==> config.mk <==
export PLATFORM = sky130hd
export DESIGN_NAME = gpio_in_stage_flat
export DESIGN_NICKNAME = d
export VERILOG_FILES = /design/src/rtl/gpio_in_stage_if.sv /design/src/rtl/gpio_in_stage.sv /design/src/flat_wrapper.sv
export SDC_FILE = /design/constraint.sdc
export NUM_CORES = 1
export LEC_CHECK = 0
export CAP_MARGIN = 10
export CORE_MARGIN = 8
export CORE_UTILIZATION = 25
export CTS_CLUSTER_DIAMETER = 100
export DETAILED_ROUTE_END_ITERATION = 16
export PLACE_DENSITY = 0.56
export SYNTH_ARGS = -nofsm -noshare
export SYNTH_HDL_FRONTEND = slang
export SYNTH_SLANG_ARGS = --single-unit
==> constraint.sdc <==
create_clock -name clk -period 1.46 [get_ports clk]
set_clock_uncertainty 0.1 [all_clocks]
set_input_delay 0.219 -clock clk [delete_from_list [all_inputs] [get_ports clk]]
set_output_delay 0.219 -clock clk [all_outputs]
set_load 0.1 [all_outputs]
==> src/rtl/gpio_in_stage_if.sv <==
// Write channel into the GPIO input stage: address/data beats under valid/ready.
// Master drives the beat, slave returns ready.
interface gpio_in_stage_if;
    logic        wr_valid;
    logic        wr_ready;
    logic [2:0]  wr_addr;
    logic [31:0] wr_data;

    modport master (output wr_valid, output wr_addr, output wr_data, input wr_ready);
    modport slave  (input wr_valid, input wr_addr, input wr_data, output wr_ready);
endinterface

==> src/rtl/gpio_in_stage.sv <==
// Shadow/commit staging of operands a, b, e for a downstream function block.
// Latency: accepted commit beat -> new a/b/e and upd pulse after 2 clock edges.
// Backpressure: wr_ready drops for exactly the one COMMIT cycle (and while in reset).
module gpio_in_stage #(
    parameter int CW = 16
) (
    input  logic           clk,
    input  logic           nreset,
    gpio_in_stage_if.slave wr,
    output logic [7:0]     a,
    output logic [7:0]     b,
    output logic [127:0]   e,
    output logic           upd,
    output logic           dirty,
    output logic [CW-1:0]  commit_cnt
);

    typedef enum logic [1:0] {
        ST_IDLE    = 2'd0,
        ST_COLLECT = 2'd1,
        ST_COMMIT  = 2'd2
    } state_t;

    state_t         state_q, state_d;
    logic [7:0]     sa_q, sa_d, sb_q, sb_d;
    logic [127:0]   se_q, se_d;
    logic [7:0]     a_q, a_d, b_q, b_d;
    logic [127:0]   e_q, e_d;
    logic           upd_q, upd_d;
    logic           dirty_q, dirty_d;
    logic           wr_ready_q, wr_ready_d;
    logic [CW-1:0]  cnt_q, cnt_d;
    logic           xfer;
    logic [1:0]     word_idx;

    assign xfer     = wr.wr_valid && wr_ready_q;
    // Addresses 2..5 map onto e words 0..3; modulo-4 subtraction does the remap.
    assign word_idx = wr.wr_addr[1:0] - 2'd2;

    always_comb begin
        state_d = state_q;
        sa_d    = sa_q;
        sb_d    = sb_q;
        se_d    = se_q;
        a_d     = a_q;
        b_d     = b_q;
        e_d     = e_q;
        cnt_d   = cnt_q;
        upd_d   = 1'b0;

        case (state_q)
            ST_IDLE, ST_COLLECT: begin
                if (xfer) begin
                    case (wr.wr_addr)
                        3'd0: begin
                            sa_d    = wr.wr_data[7:0];
                            state_d = ST_COLLECT;
                        end
                        3'd1: begin
                            sb_d    = wr.wr_data[7:0];
                            state_d = ST_COLLECT;
                        end
                        3'd6: begin
                            sa_d    = a_q;
                            sb_d    = b_q;
                            se_d    = e_q;
                            state_d = ST_IDLE;
                        end
                        3'd7: state_d = ST_COMMIT;
                        default: begin
                            se_d[{word_idx, 5'b0} +: 32] = wr.wr_data;
                            state_d = ST_COLLECT;
                        end
                    endcase
                end
            end
            ST_COMMIT: begin
                a_d     = sa_q;
                b_d     = sb_q;
                e_d     = se_q;
                cnt_d   = cnt_q + CW'(1);
                upd_d   = 1'b1;
                state_d = ST_IDLE;
            end
            default: state_d = ST_IDLE;
        endcase

        wr_ready_d = (state_d != ST_COMMIT);
        // dirty follows the state it lands in; COMMIT keeps whatever it had before.
        case (state_d)
            ST_COLLECT: dirty_d = 1'b1;
            ST_COMMIT:  dirty_d = dirty_q;
            default:    dirty_d = 1'b0;
        endcase
    end

    always_ff @(posedge clk or negedge nreset) begin
        if (!nreset) begin
            state_q    <= ST_IDLE;
            sa_q       <= '0;
            sb_q       <= '0;
            se_q       <= '0;
            a_q        <= '0;
            b_q        <= '0;
            e_q        <= '0;
            upd_q      <= 1'b0;
            dirty_q    <= 1'b0;
            wr_ready_q <= 1'b0;
            cnt_q      <= '0;
        end else begin
            state_q    <= state_d;
            sa_q       <= sa_d;
            sb_q       <= sb_d;
            se_q       <= se_d;
            a_q        <= a_d;
            b_q        <= b_d;
            e_q        <= e_d;
            upd_q      <= upd_d;
            dirty_q    <= dirty_d;
            wr_ready_q <= wr_ready_d;
            cnt_q      <= cnt_d;
        end
    end

    assign wr.wr_ready = wr_ready_q;
    assign a           = a_q;
    assign b           = b_q;
    assign e           = e_q;
    assign upd         = upd_q;
    assign dirty       = dirty_q;
    assign commit_cnt  = cnt_q;

endmodule

==> src/flat_wrapper.sv <==
// flat-port wrapper written by rule: the top's interface ports become plain ports
module gpio_in_stage_flat 
#(
    parameter int CW = 16
)
  (clk, nreset, a, b, e, upd, dirty, commit_cnt, wr_wr_valid, wr_wr_addr, wr_wr_data, wr_wr_ready);
  gpio_in_stage_if wr_i ();
  input  logic clk;
  input  logic nreset;
  output logic [7:0] a;
  output logic [7:0] b;
  output logic [127:0] e;
  output logic upd;
  output logic dirty;
  output logic [CW-1:0] commit_cnt;
  input wire logic [$bits(wr_i.wr_valid)-1:0] wr_wr_valid;
  input wire logic [$bits(wr_i.wr_addr)-1:0] wr_wr_addr;
  input wire logic [$bits(wr_i.wr_data)-1:0] wr_wr_data;
  output wire logic [$bits(wr_i.wr_ready)-1:0] wr_wr_ready;
  assign wr_i.wr_valid = wr_wr_valid;
  assign wr_i.wr_addr = wr_wr_addr;
  assign wr_i.wr_data = wr_wr_data;
  assign wr_wr_ready = wr_i.wr_ready;
  gpio_in_stage #(.CW(CW)) u_core (.clk(clk), .nreset(nreset), .wr(wr_i), .a(a), .b(b), .e(e), .upd(upd), .dirty(dirty), .commit_cnt(commit_cnt));
endmodule
Run 1, routing congestion:
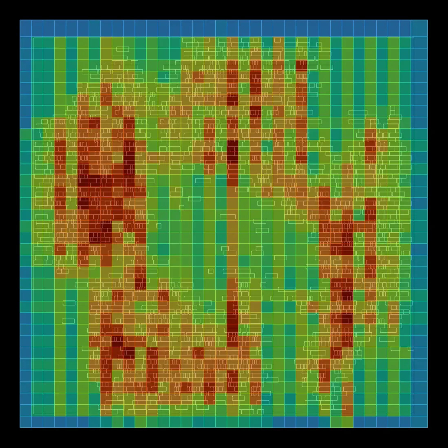
routed length per instance: 21.7 um
All-Layer GR Usage: 16.0%
M1 GR Usage: 19.9%

Run 1, routed metal, one color a layer:
The bar under the picture is 50 um long.
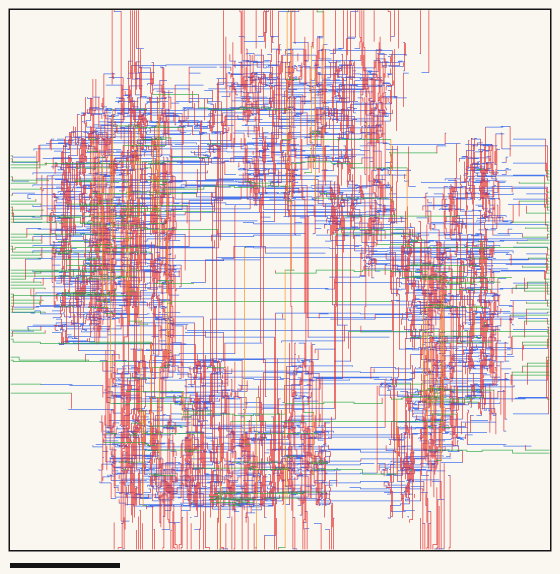
| color | layer | wire length |
|---|---|---|
| orange | M4 | 2250 um |
| red | M2 | 26.7 mm |
| blue | M1 | 22.5 mm |
| green | M3 | 4270 um |
final WL: 55700 um
via count: 12400

Run 1, clock network drawn from the DEF:
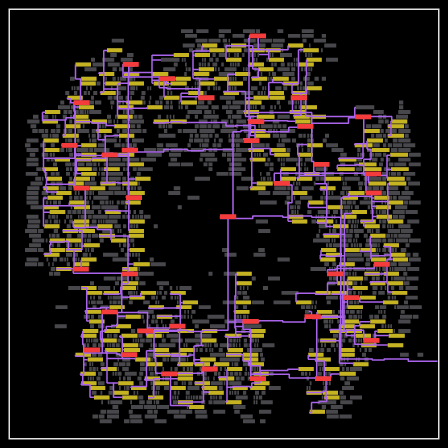
[red] clock-net drivers | count: 37
[yellow] flip-flops | count: 309
[purple] clock wires | length: 4480 um
flops lie: all over the die
clock group power: 9.54 mW
Latency at later pin: 540 ps
clock network power share: 37.8%

==> CHANGELOG.md, run 1 <==
### Metrics

- Status: complete, but fails checks
- Failing checks: negative setup slack
- Clock-cell share of area: approximately 5.3%
- Hold/Removal Path Class: input port to asynchronous set/reset pin
- Logic gate share of total power: around a quarter
- Drt pass-1 iters: 5
- RePlAce Congestion: 0.772
- Final Slew Violations: 0
- Reg-to-reg endpoint: u_core.se_q[96]
- YS warnings: 0
- Die Width: roughly 240 um
- Tally of OpenROAD warnings: 36
- Cycle use final: 112%
- Synth Area per Inst: 9.46 um2
- Setup_tns: -17820 ps
- Pre-CTS setup slack: -913 ps
- # clock sinks: about 310
- PnR worst setup slack: -170 ps
- I/O Pins: 201
- Most frequent cells in the layout: nand2_1 (432), dfrtp_1 (249), buf_4 (210)
- Critical path's top delay family: flip-flops
- CTS tree: yes
- Async set-reset flop share out of synthesis: 100%
- Postcts setup bufs: ~160
- Worst-path clk slew: 60 ps
- # Taps: just under 700
- Placed Cells incl. Taps: ~2300
- Comb area: 5740 um2
- WP depth: 2
- Clock buffer count: about 57
- Critical Path End: wr_wr_ready
- Slowest CP cell: dfrtp_4
- Iter 0 DRT Violations: between 900 and 1000
- Yosys adder share: less than 1%
- # setup viols final: 270
- Leakage dissipation: roughly 11 nW
- Dominant cell type by area after synthesis: dfrtp_1
- RSZ-0062 raised after global routing: true
- Vias/cell: 4.85
- Crit Path Max Fanout: 2
- Chip area: 59800 um2
- Largest net degree at the start of global routing: roughly 43
- Routed wire length on met3: between 4000 and 5000 um
- Buffering overhead: between 30 and 40%
- Ys flops: ~310
- Max frequency: 0.613 GHz
Run 1, local utilization:
The die is cut into 24 by 24 equal tiles; dark blue is low, red is high, 0 to 100% covered.
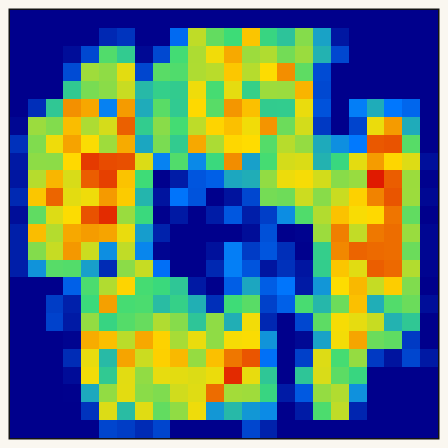

## Run 2: what changed since run 1
ABC_AREA = 1   (was default)
PLACE_DENSITY = 0.55   (was 0.56)
Run 2, local utilization:
The die is cut into 25 by 25 equal tiles; dark blue is low, red is high, 0 to 100% covered.
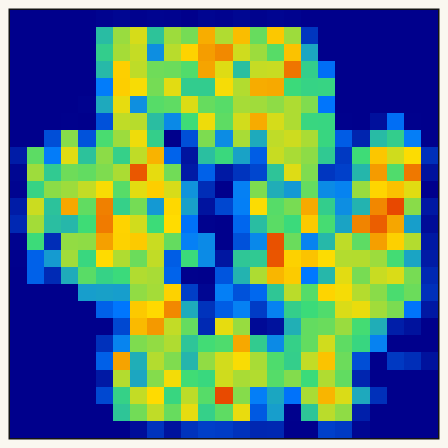
tiles over 75% full: 9.6%
nearly empty tiles: 29%
fullest tile: 92%
mean over tiles: 35%
Core Util at FP: 25.3%
core area: 53800 um2
final core occ: 42.1%

Run 2, routing congestion:
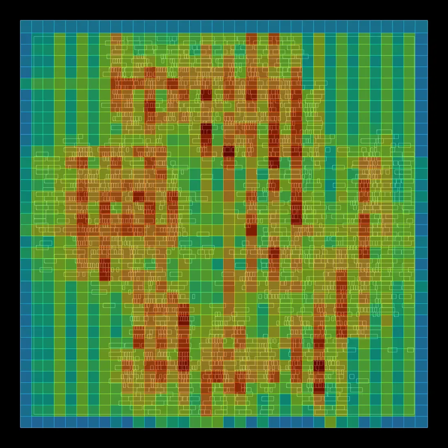
GR Util met3: 4.32%
M1 GR Usage: 20.2%

==> run 2 against run 1 <==
Compared with the run above: the run still ends with negative setup slack left; hold slack worse by 55 ps; power is 2.4% higher; utilization is 3.3 points lower; register-to-register slack worse by 60 ps; critical path type is now flip-flop to flip-flop; routed wire length is 9.1% lower; final cell count is 11% higher; critical endpoint is now u_core.se_q[19].
==> CHANGELOG.md, run 2 <==
### Metrics

- Pre-CTS setup slack: -898 ps
- Slowest CP cell: dfrtp_4
- Worst-path clk slew: 60 ps
- # clock sinks: 309
- Max frequency: between 0.5 and 0.6 GHz
- Buffering overhead: a little under a third
- Yosys adder share: less than 1%
- Synth Area per Inst: between 7 and 8 um2
- Latency at later pin: between 500 and 600 ps
- I/O Pins: approximately 200
- # Taps: just under 700
- Cycle use final: 116%
- WP depth: 9
- Crit Path Max Fanout: 8
- Routed wire length on met3: 3690 um
- Async set-reset flop share out of synthesis: 100%
- Critical path's top delay family: simple AND/OR/NAND/NOR gates
- Largest net degree at the start of global routing: 68
- Placed Cells incl. Taps: between 2000 and 3000
- # setup viols final: 215
- Die Width: ~250 um
- Final Slew Violations: 0
- Critical Path End: u_core.se_q[19]
- Tally of OpenROAD warnings: 36
- Drt pass-1 iters: 7
- Status: complete, but fails checks
- RSZ-0062 raised after global routing: true
- Clock buffer count: around 53
- Failing checks: negative setup slack
- PnR worst setup slack: -231 ps
- Comb area: between 5000 and 6000 um2
- Iter 0 DRT Violations: between 800 and 900
- Hold/Removal Path Class: input port to asynchronous set/reset pin
- Vias/cell: between 4 and 5
- YS warnings: 0
Run 2, routed metal, one color a layer:
The bar under the picture is 50 um long.
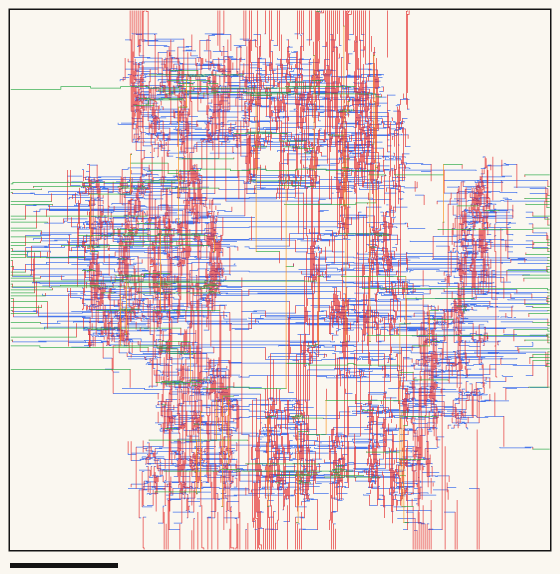
| color | layer | wire length |
|---|---|---|
| green | M3 | 3690 um |
| blue | M1 | 22.0 mm |
| orange | M4 | 1310 um |
| red | M2 | 23.7 mm |
All-Layer GR Usage: 15.4%
via count: 13000
final WL: 50700 um
routed length per instance: 17.8 um

Run 2, clock network drawn from the DEF:
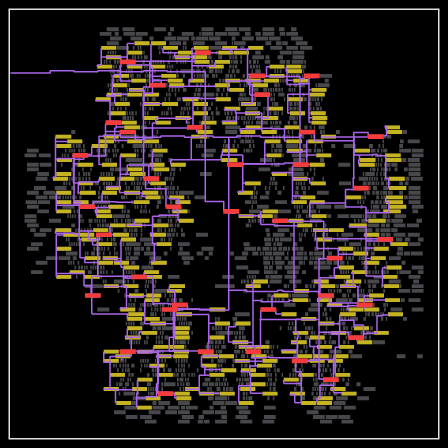

## Run 3: what changed since run 2
HOLD_SLACK_MARGIN = 0.06   (was default)
Run 3, clock network drawn from the DEF:
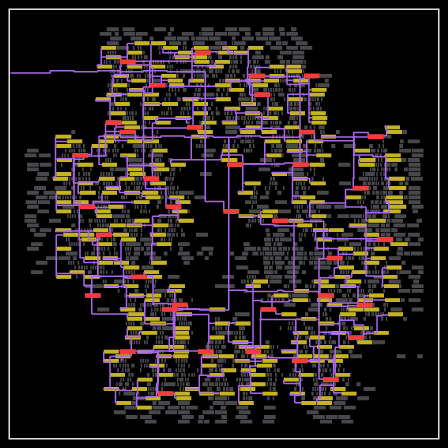
[purple] clock wires | length: 4680 um
[yellow] flip-flops | count: 309
[red] clock-net drivers | count: 37
routed clock nets: 38
clock group power: 9.23 mW
clock network power share: 35.7%

Run 3, routed metal, one color a layer:
The bar under the picture is 50 um long.
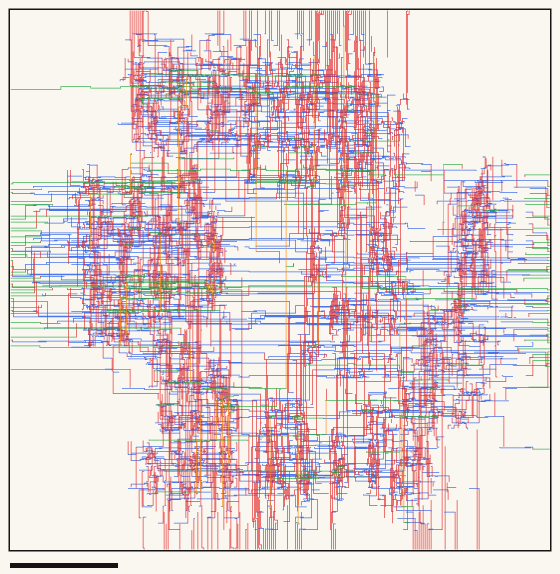
| color | layer | wire length |
|---|---|---|
| green | M3 | 3750 um |
| red | M2 | 23.6 mm |
| orange | M4 | 1310 um |
| blue | M1 | 21.9 mm |
final WL: 50600 um
routed length per instance: 17.8 um
via count: 13000

==> run 3 against run 2 <==
Compared with the run above: the run still ends with negative setup slack left; setup slack worse by 4.2 ps; non-clock buffer count unchanged; count of clock-buffer cells in the layout unchanged; register-to-register slack about the same; sequential share of layout area unchanged; flip-flop count unchanged; sequential power hardly changed; final cell count unchanged; largest cell class unchanged.
==> CHANGELOG.md, run 3 <==
### Metrics

- All-Layer GR Usage: 15.4%
- Hold/Removal Path Class: input port to asynchronous set/reset pin
- Clock buffer count: approximately 53
- CTS tree: yes
- Routed wire length on met3: 3750 um
- Status: complete, but fails checks
- Iter 0 DRT Violations: between 800 and 900
- Crit Path Max Fanout: 8
- Die Width: between 200 and 250 um
- GR Util met3: 4.32%
- # clock sinks: 309
- # setup viols final: between 200 and 250
- Vias/cell: roughly 4.6
- RePlAce Congestion: ~0.84
- Failing checks: negative setup slack
- PnR worst setup slack: -235 ps
- Final core occ: 42.1%
- Yosys adder share: less than 1%
- Buffering overhead: a little under a third
- Core Util at FP: between 20 and 30%
- Dominant cell type by area after synthesis: dfrtp_1
- Drt pass-1 iters: 5
- I/O Pins: between 200 and 250
- Latency at later pin: roughly 540 ps
- RSZ-0062 raised after global routing: true
- Chip area: roughly 62000 um2
- Async set-reset flop share out of synthesis: 100%
- Core area: 53800 um2
- Setup_tns: -25970 ps
- Leakage dissipation: roughly 11 nW
Run 3, logic cells by family:
The bar under the picture is 50 um long.
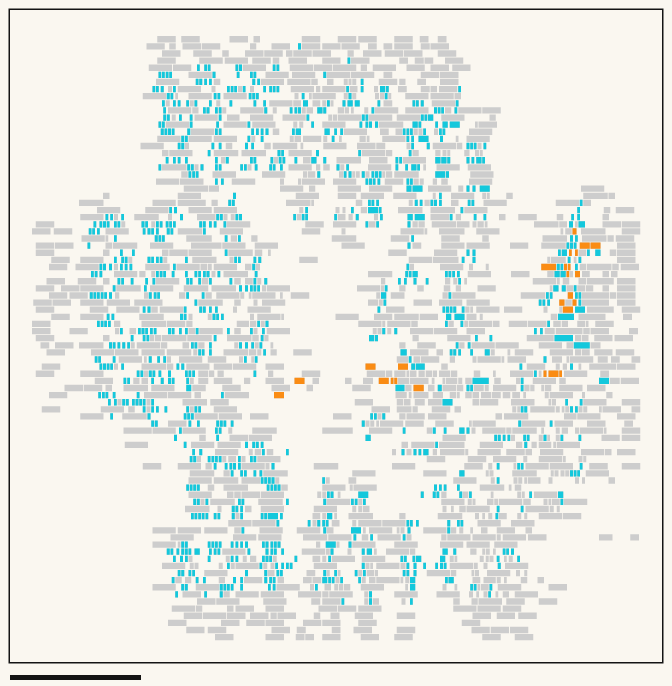
| color | family | cells | most used |
|---|---|---|---|
| cyan | nand cells | 878 | nand2_1 |
| orange | nor cells | 25 | nor2_4 |
Non-Filler Instances: 2846
logic share of the area: 24.3%

Power and IR drop assume default switching activity.
